**Run 1: signal wires on met4**

The bar under the picture is 20 um long. Supply wires on this layer in gray.
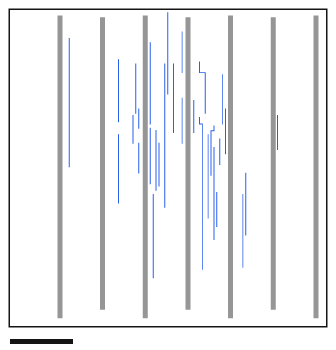
**Run 1: signal wires on met3**

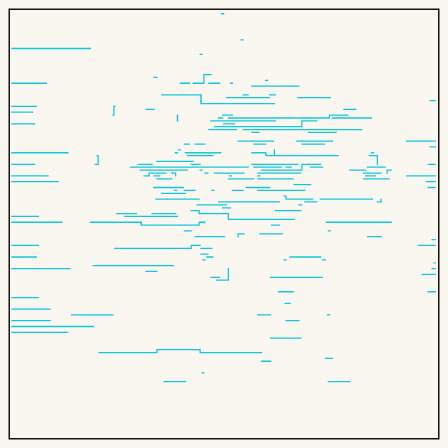
**Run 1: metal 2**

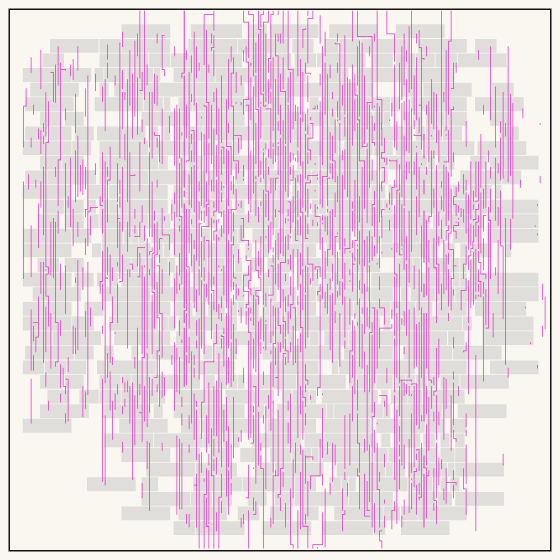
==> src/rtl/seg_scan_driver.sv <==
// Multiplexed seven-segment driver: hex decode, per-digit dp/blank, frame-aligned double buffering.
// Optional leading-zero suppression is enabled by defining SEG_LEADING_ZERO_BLANK_EN.
module seg_scan_driver #(
   parameter int unsigned DIGITS         = 8,
   parameter int unsigned SCAN_DIV       = 50000,
   parameter bit          SEG_ACTIVE_LOW = 1'b1,
   parameter bit          DIG_ACTIVE_LOW = 1'b1
) (
   input  logic                  clk,
   input  logic                  rst,
   input  logic [4*DIGITS-1:0]   data,
   input  logic [DIGITS-1:0]     dp_in,
   input  logic [DIGITS-1:0]     blank_in,
   input  logic                  load,
   output logic [6:0]            seg,
   output logic                  dp,
   output logic [DIGITS-1:0]     dig_sel,
   output logic                  frame_tick
);

   localparam int unsigned PRE_W  = $clog2(SCAN_DIV);
   localparam int unsigned IDX_W  = (DIGITS > 1) ? $clog2(DIGITS) : 1;
   localparam int unsigned DATA_W = 4 * DIGITS;

   localparam logic [6:0]        SEG_OFF = {7{SEG_ACTIVE_LOW}};
   localparam logic              DP_OFF  = SEG_ACTIVE_LOW;
   localparam logic [DIGITS-1:0] DIG_OFF = {DIGITS{DIG_ACTIVE_LOW}};

   logic [PRE_W-1:0]  pre;
   logic [IDX_W-1:0]  idx;
   logic              slot_end;
   logic              frame_end;
   logic              wrap_q;

   logic [DATA_W-1:0] pend_data, disp_data;
   logic [DIGITS-1:0] pend_dp, disp_dp;
   logic [DIGITS-1:0] pend_blank, disp_blank;
   logic              pend_v;

   logic [DIGITS-1:0] lz_blank;
   logic [3:0]        cur_nib;
   logic              cur_dp;
   logic              cur_blank;
   logic [DIGITS-1:0] sel_c;
   logic [6:0]        seg_c;
   logic              dp_c;
   logic [DIGITS-1:0] dig_c;

   // Active-high gfedcba pattern for one hex nibble.
   function automatic logic [6:0] hex7(input logic [3:0] v);
      case (v)
         4'h0:    hex7 = 7'b0111111;
         4'h1:    hex7 = 7'b0000110;
         4'h2:    hex7 = 7'b1011011;
         4'h3:    hex7 = 7'b1001111;
         4'h4:    hex7 = 7'b1100110;
         4'h5:    hex7 = 7'b1101101;
         4'h6:    hex7 = 7'b1111101;
         4'h7:    hex7 = 7'b0000111;
         4'h8:    hex7 = 7'b1111111;
         4'h9:    hex7 = 7'b1101111;
         4'hA:    hex7 = 7'b1110111;
         4'hB:    hex7 = 7'b1111100;
         4'hC:    hex7 = 7'b0111001;
         4'hD:    hex7 = 7'b1011110;
         4'hE:    hex7 = 7'b1111001;
         default: hex7 = 7'b1110001;
      endcase
   endfunction

   assign slot_end  = (pre == PRE_W'(SCAN_DIV - 1));
   assign frame_end = slot_end && (idx == IDX_W'(DIGITS - 1));

   // Slot prescaler and digit index.
   always_ff @(posedge clk or posedge rst) begin
      if (rst) begin
         pre <= '0;
         idx <= '0;
      end else begin
         pre <= slot_end ? '0 : pre + PRE_W'(1);
         if (slot_end) begin
            idx <= frame_end ? '0 : idx + IDX_W'(1);
         end
      end
   end

   // Pending/display buffers; a load in the boundary cycle bypasses pending.
   always_ff @(posedge clk or posedge rst) begin
      if (rst) begin
         pend_data  <= '0;
         pend_dp    <= '0;
         pend_blank <= '0;
         pend_v     <= 1'b0;
         disp_data  <= '0;
         disp_dp    <= '0;
         disp_blank <= '0;
      end else if (frame_end) begin
         if (load) begin
            disp_data  <= data;
            disp_dp    <= dp_in;
            disp_blank <= blank_in;
         end else if (pend_v) begin
            disp_data  <= pend_data;
            disp_dp    <= pend_dp;
            disp_blank <= pend_blank;
         end
         pend_v <= 1'b0;
      end else if (load) begin
         pend_data  <= data;
         pend_dp    <= dp_in;
         pend_blank <= blank_in;
         pend_v     <= 1'b1;
      end
   end

`ifdef SEG_LEADING_ZERO_BLANK_EN
   logic run;

   // Digit i>0 goes dark while every nibble from the top down to i is zero and its dp is off.
   always_comb begin
      lz_blank = '0;
      run      = 1'b1;
      for (int i = DIGITS - 1; i >= 1; i--) begin
         run         = run && (disp_data[4*i +: 4] == 4'h0);
         lz_blank[i] = run && !disp_dp[i];
      end
   end
`else
   assign lz_blank = '0;
`endif

   // Select the current digit's content from the display register.
   always_comb begin
      cur_nib   = '0;
      cur_dp    = 1'b0;
      cur_blank = 1'b0;
      sel_c     = '0;
      for (int i = 0; i < DIGITS; i++) begin
         if (idx == IDX_W'(i)) begin
            cur_nib   = disp_data[4*i +: 4];
            cur_dp    = disp_dp[i];
            cur_blank = disp_blank[i] | lz_blank[i];
            sel_c[i]  = 1'b1;
         end
      end
   end

   assign seg_c = cur_blank ? SEG_OFF : (hex7(cur_nib) ^ {7{SEG_ACTIVE_LOW}});
   assign dp_c  = (cur_dp & ~cur_blank) ^ SEG_ACTIVE_LOW;
   assign dig_c = sel_c ^ {DIGITS{DIG_ACTIVE_LOW}};

   // Registered outputs; frame_tick trails the wrap by one edge to line up with digit 0.
   always_ff @(posedge clk or posedge rst) begin
      if (rst) begin
         seg        <= SEG_OFF;
         dp         <= DP_OFF;
         dig_sel    <= DIG_OFF;
         frame_tick <= 1'b0;
         wrap_q     <= 1'b0;
      end else begin
         seg        <= seg_c;
         dp         <= dp_c;
         dig_sel    <= dig_c;
         frame_tick <= wrap_q;
         wrap_q     <= frame_end;
      end
   end

endmodule

==> config.mk <==
export PLATFORM = sky130hd
export DESIGN_NAME = seg_scan_driver
export DESIGN_NICKNAME = d
export VERILOG_FILES = /design/src/rtl/seg_scan_driver.sv
export SDC_FILE = /design/constraint.sdc
export NUM_CORES = 1
export LEC_CHECK = 0
export CAP_MARGIN = 10
export CORE_MARGIN = 2
export CORE_UTILIZATION = 68
export CTS_CLUSTER_DIAMETER = 150
export DETAILED_ROUTE_END_ITERATION = 12
export DONT_BUFFER_PORTS = 1
export GPL_ROUTABILITY_DRIVEN = 0
export GPL_TIMING_DRIVEN = 0
export PLACE_DENSITY = 0.87
export SLEW_MARGIN = 10
export SYNTH_ARGS = -nofsm -noshare
export SYNTH_HDL_FRONTEND = slang
export SYNTH_SLANG_ARGS = --single-unit
==> constraint.sdc <==
create_clock -name clk -period 7.6 [get_ports clk]
set_clock_uncertainty 0.15 [all_clocks]
set_input_delay 1.52 -clock clk [delete_from_list [all_inputs] [get_ports clk]]
set_output_delay 1.52 -clock clk [all_outputs]
set_load 0.05 [all_outputs]
==> flow_metrics.py, run 1 <==
# Metrics from the implementation run
metrics = {
    "final_timing": {
        "post-route-period-util_pct": 53.5,
        "worstMarginPinSlew_ns": 0.884,
        "final_critical_path_setup_slack_ns": 3.54,
    },
    "final_layout": {
        "signal_buffers": 36,
        "nonClkBufAreaFrac_pct": 2.62,
        "final_cells": 714,
        "seq_share_pct": 47.3,
        "n_clock_buffer": 18,
        "fillers": 538,
        "ff_count": 134,
    },
    "clock_tree": {
        "cts_hold_buf": 0,
        "cts_resized": 0,
        "clkLatencyLatePin_ns": 0.53,
    },
    "global_routing": {
        "grt_pass1_wl_um": 23600,
        "grt.met1_usage_pct": 36.7,
        "grt.met3_usage_pct": 7.77,
        "grt_max_degree": 95,
        "grt_overflow_total": 0,
    },
    "worst_setup_path": {
        "cp.required_ns": 7.83,
        "crit_arrival_ns": 4.30,
        "worstReg2RegStart": "idx[2]",
        "cp_slowest_cell": "clkbuf_1",
        "rr_endpoint": "seg[0]",
        "setup.worst_path.class": "flip-flop to flip-flop",
    },
    "synth": {
        "xor_share_pct": 1.66,
        "synth_cell_type_count": 57,
        "synth.cellmix.simpleShare_pct": 11.8,
        "mux_share_pct": 17.1,
        "syn_avg_cell_area_sq_um": 11.1,
        "async_flop_share_pct": 100,
        "ys_cells": 570,
    },
    "floorplanning": {
        "core_sq_mm": 0.00915,
        "io_pins": 68,
        "die-area_sq_mm": 0.0101,
        "die.size.y_um": 101,
        "die_x_um": 101,
    },
    "outcome": {
        "outcome": "finished clean",
    },
    "power_and_ir_drop": {
        "clkPwrFrac_pct": 50.8,
        "p_int_mw": 1.33,
        "powerClk_uw": 862,
        "netSwitchingPower_uw": 373,
        "comb_power_share_pct": 4.9,
    },
    "routing": {
        "drt_iter0_drc": 505,
        "wl_met2_um": 7330,
        "via_per_inst": 6.50,
    },
}
Notes on 'signal wires on met4' above:
- share of all routed wire: 4.1%
- main direction: vertical
- wire length on this layer: 598 um
- longest straight run: 46.2 um

Notes on 'signal wires on met3' above:
- nets with wire on the layer: 111
- longest straight run: 27.8 um
- main direction: horizontal
- wire length on this layer: 1,020 um
- share of all routed wire: 7.0%

Notes on 'metal 2' above:
- share of all routed wire: 51%
- longest straight run: 41.1 um
- wire length on this layer: 7,330 um
- main direction: vertical
- nets with wire on the layer: 587

[run 1: Yosys cell counts (all sizes together), types with 5 or more instances]
cell    instances  share of area [%]
inv            11               0.65
a21oi           9               0.71
nand3           9               0.79
xnor2           5               0.69
clkbuf         21                1.2
ha             13                2.6
xor2            7               0.97
a31oi           6               0.59
nor2           18                1.1
dfrtp         118                 47
o21ai          63                5.0
buf            14                1.3
mux2           50                8.9
mux2i          52                8.2
dfstp          16                6.6
nand2          84                5.0
nor2b          10               0.99
nand3b          6               0.77
nor3            6               0.47
[run 1: worst max path at each step]
stage	from	endpoint	cells past startpoint
3_3_place_gp	rst	pend_blank[7]	1
3_5_place_dp	idx[2]	seg[0]	14
4_1_cts	idx[2]	seg[0]	14
5_1_grt	idx[2]	seg[0]	14
6_report	idx[2]	seg[0]	14
2_1_floorplan	rst	disp_blank[0]	1
[run 1: placed cells by master, fill, tap and decap left out, types with 4 or more instances in the layout]
cell       netlist  final
dfrtp_1        118    118
nand2_1         84     84
mux2i_1         52     52
mux2_2          50     50
o21ai_1         40     40
o21ai_0         23     23
clkbuf_1        21     21
nor2_1          18     18
clkbuf_16        0     16
dfstp_2         16     16
ha_1            13     13
buf_2           10     10
nor2b_1         10     10
inv_1           11     10
a21oi_1          9      9
nand3_1          8      8
xor2_1           7      7
nor3_1           6      6
a31oi_1          6      6
nand3b_1         5      5
xnor2_1          5      5
inv_6            0      5
nand4_1          4      4
bufinv_16        0      4
[run 1: flip-flops by register name (all words and copies together) (netlist names)]
name / flops
dig_sel: 8
disp_blank: 8
disp_data: 32
disp_dp: 8
dp: 1
frame_tick: 1
idx: 3
pend_blank: 8
pend_data: 32
pend_dp: 8
pend_v: 1
pre: 16
seg: 7
wrap_q: 1
**Run 1: metal 1**

The bar under the picture is 20 um long. Supply wires on this layer in gray.
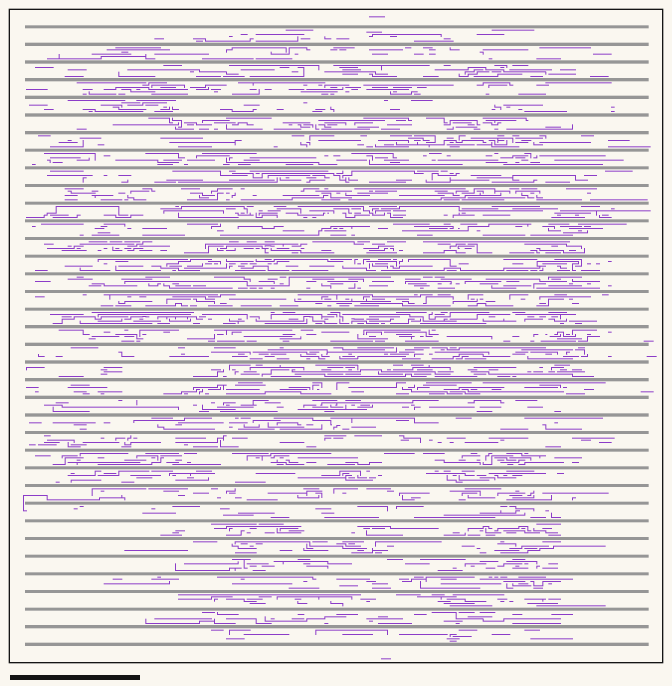

==> run 2, diff against run 1 <==
--- a/config.mk
+++ b/config.mk
@@ -7,13 +7,13 @@
 export LEC_CHECK = 0
 export CAP_MARGIN = 10
 export CORE_MARGIN = 2
-export CORE_UTILIZATION = 68
+export CORE_UTILIZATION = 57
 export CTS_CLUSTER_DIAMETER = 150
 export DETAILED_ROUTE_END_ITERATION = 12
 export DONT_BUFFER_PORTS = 1
 export GPL_ROUTABILITY_DRIVEN = 0
 export GPL_TIMING_DRIVEN = 0
-export PLACE_DENSITY = 0.87
+export PLACE_DENSITY = 0.78
 export SLEW_MARGIN = 10
 export SYNTH_ARGS = -nofsm -noshare
 export SYNTH_HDL_FRONTEND = slang
==> constraint.sdc (replaced) <==
create_clock -name clk -period 3.4 [get_ports clk]
set_clock_uncertainty 0.15 [all_clocks]
set_input_delay 0.68 -clock clk [delete_from_list [all_inputs] [get_ports clk]]
set_output_delay 0.68 -clock clk [all_outputs]
set_load 0.05 [all_outputs]
**Run 2: metal 1**

The bar under the picture is 20 um long. Supply wires on this layer in gray.
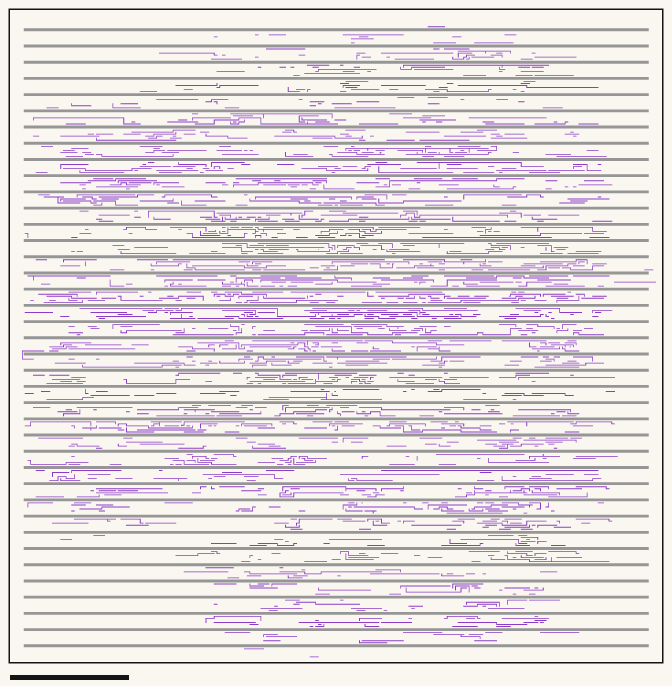
- share of all routed wire: 40%
- nets with wire on the layer: 611
- main direction: horizontal
- longest straight run: 36.3 um
- wire length on this layer: 5,520 um
met1 global-route usage: 30.5%
via count: 4,452
Routed WL: 13,900 um

==> flow_metrics.py, run 2 <==
# Metrics from the implementation run
metrics = {
    "routing": {
        "dr.pass1.iters": 5,
        "drtAntennaViolNets": 0,
        "drt_iter0_drc": 359,
        "via_per_inst": 5.98,
        "wire_per_inst_um": 18.6,
    },
    "power_and_ir_drop": {
        "comb_power_share_pct": 5.4,
        "netSwitchingPower_uw": 770,
        "clkPwrFrac_pct": 47.3,
        "p_int_mw": 2.79,
        "leakagePower_nw": 3.15,
    },
    "synth": {
        "ys_seq_share_pct": 53.3,
        "yosys.area.top_type_share_pct": 46.6,
        "async_flop_share_pct": 100,
        "synthesis.instances": 570,
        "most_common_cell": "dfrtp_1",
        "largest_area_cell": "dfrtp_1",
        "syn_avg_cell_area_sq_um": 11.1,
        "synth_cell_type_count": 57,
        "ys_cells": 570,
        "synthTopCellsByCount": "118 x dfrtp_1, 84 x nand2_1, 52 x mux2i_1, 50 x mux2_2, 40 x o21ai_1",
        "top_cells_by_area": "dfrtp_1 47%, mux2_2 8.9%, mux2i_1 8.2%, dfstp_2 6.6%, nand2_1 5.0%",
        "ys_ff": 134,
    },
    "final_timing": {
        "post-route-period-util_pct": 92.8,
        "slew_headroom_pct": 40.6,
        "worstMarginPinSlew_ns": 0.887,
        "rsz0062_at_grt": "false",
    },
    "final_layout": {
        "lay_top_count": "dfrtp_1",
        "drive_gt1_share_pct": 20.2,
        "areaGrowthSynthToFinish_pct": 12.9,
        "largest_class": "sequential cells",
        "nonClkBufAreaFrac_pct": 3.17,
        "seq_share_pct": 47.2,
        "clock_cell_area_share_pct": 7.56,
        "fillers": 816,
        "largestRegisters": "disp_data: 32 flops, pend_data: 32 flops, pre: 16 flops",
        "ff_count": 134,
        "lay_top_cells": "118 x dfrtp_1, 84 x nand2_1, 52 x mux2i_1",
        "signal_buffers": 37,
        "mi_logic_area_sq_mm": 0.00279,
        "n_clock_buffer": 28,
    },
    "job": {
        "maxCapViolations": 0,
        "warnings": 35,
    },
    "clock_tree": {
        "clockBufferDepth": 2,
        "cts_tree": "built",
        "clkLatencyLatePin_ns": 0.54,
        "clock-sinks": 134,
        "postCtsSetupBuffers": 0,
        "numCtsBuffers": 17,
    },
    "floorplanning": {
        "die.size.y_um": 109,
        "core_sq_mm": 0.0108,
        "die-area_sq_mm": 0.0120,
        "io_pins": 68,
        "rows": 38,
        "die_x_um": 109,
    },
    "outcome": {
        "outcome": "finished clean",
    },
    "worst_setup_path": {
        "cp_slowest_cell": "o41ai_1",
        "cp.required_ns": 3.70,
        "crit_arrival_ns": 3.46,
        "setup.worst_path.class": "flip-flop to flip-flop",
    },
    "global_routing": {
        "first_global_vias": 4617,
        "grt_overflow_total": 0,
        "grt_pass1_wl_um": 22700,
        "antenna_found_initial": 0,
        "grt_use_total_pct": 25.3,
        "grt_max_degree": 41,
    },
    "placement": {
        "port_buffers": 0,
    },
}
**Run 2: signal wires on met4**

The bar under the picture is 20 um long. Supply wires on this layer in gray.
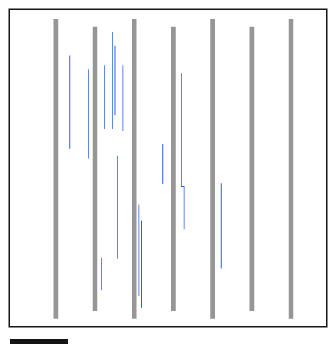
- wire length on this layer: 369 um
- main direction: vertical
- nets with wire on the layer: 9

## run 2: kinds of logic after synthesis
logic type                 after synthesis  synth area share (%)
AOI/OAI and AO/OA                      109                  10.4
adders and majority gates               13                  2.57
buffers and inverters                   47                  3.22
and+or+nand+nor                        153                  11.8
DFF                                    134                  53.3
muxes                                  102                  17.1
xor gates and xnor gates                12                  1.66
## run 2: what timing repair did
item,4_1_cts,5_1_grt
hold endpoints to repair,19,0
endpoints found under the setup margin,7,8
pin swaps,0,0
hold buffers,1,0
resized,2,13
## run 2: path summary, 6_finish.rpt
path                       startpoint       endpoint  slack [ns]  depth (start not counted)
max in group asynchronous         rst     dig_sel[5]        1.57                          4
min in group asynchronous         rst         pre[0]        0.58                          2
max                            idx[0]         seg[4]        0.24                         12
min                          data[22]  pend_data[22]        0.14                          1
max reg2reg                    idx[0]         seg[4]        0.24                         12
min reg2reg                    wrap_q     frame_tick        0.21                          0
## run 2: per-layer routing
metal / wire length, um / vias to the layer above / track usage (%) / part of all wire (%)
li1: - / 2043 / - / -
met1: 5520 / 2220 / 30.5 / 40
met2: 7060 / 158 / 41.7 / 51
met3: 898 / 31 / 7.88 / 6.5
met4: 368 / 0 / 11.6 / 2.7
met5: 0 / - / 0 / 0
## run 2: power groups by stage
stage	Combinational (mW)	Clock (mW)	Sequential, mW
floorplan	0.150	0	1.70
global placement	0.178	0	1.71
detailed placement	0.196	0	1.71
CTS	0.198	1.71	1.68
global route	0.215	1.78	1.69
finish	0.194	1.69	1.68
## run 2: per-stage QoR
step	cells	worst slack, ns	area (sq um)
after detailed placement	713	-0.258	6570
after global routing	744	0.0227	7150
after CTS	745	0.00414	7120
final	744	0.244	7150
after global placement	710	-0.191	6510
after floorplan	570	0.398	6340
Power figures rest on the tool's default switching activity, not on a simulated workload.
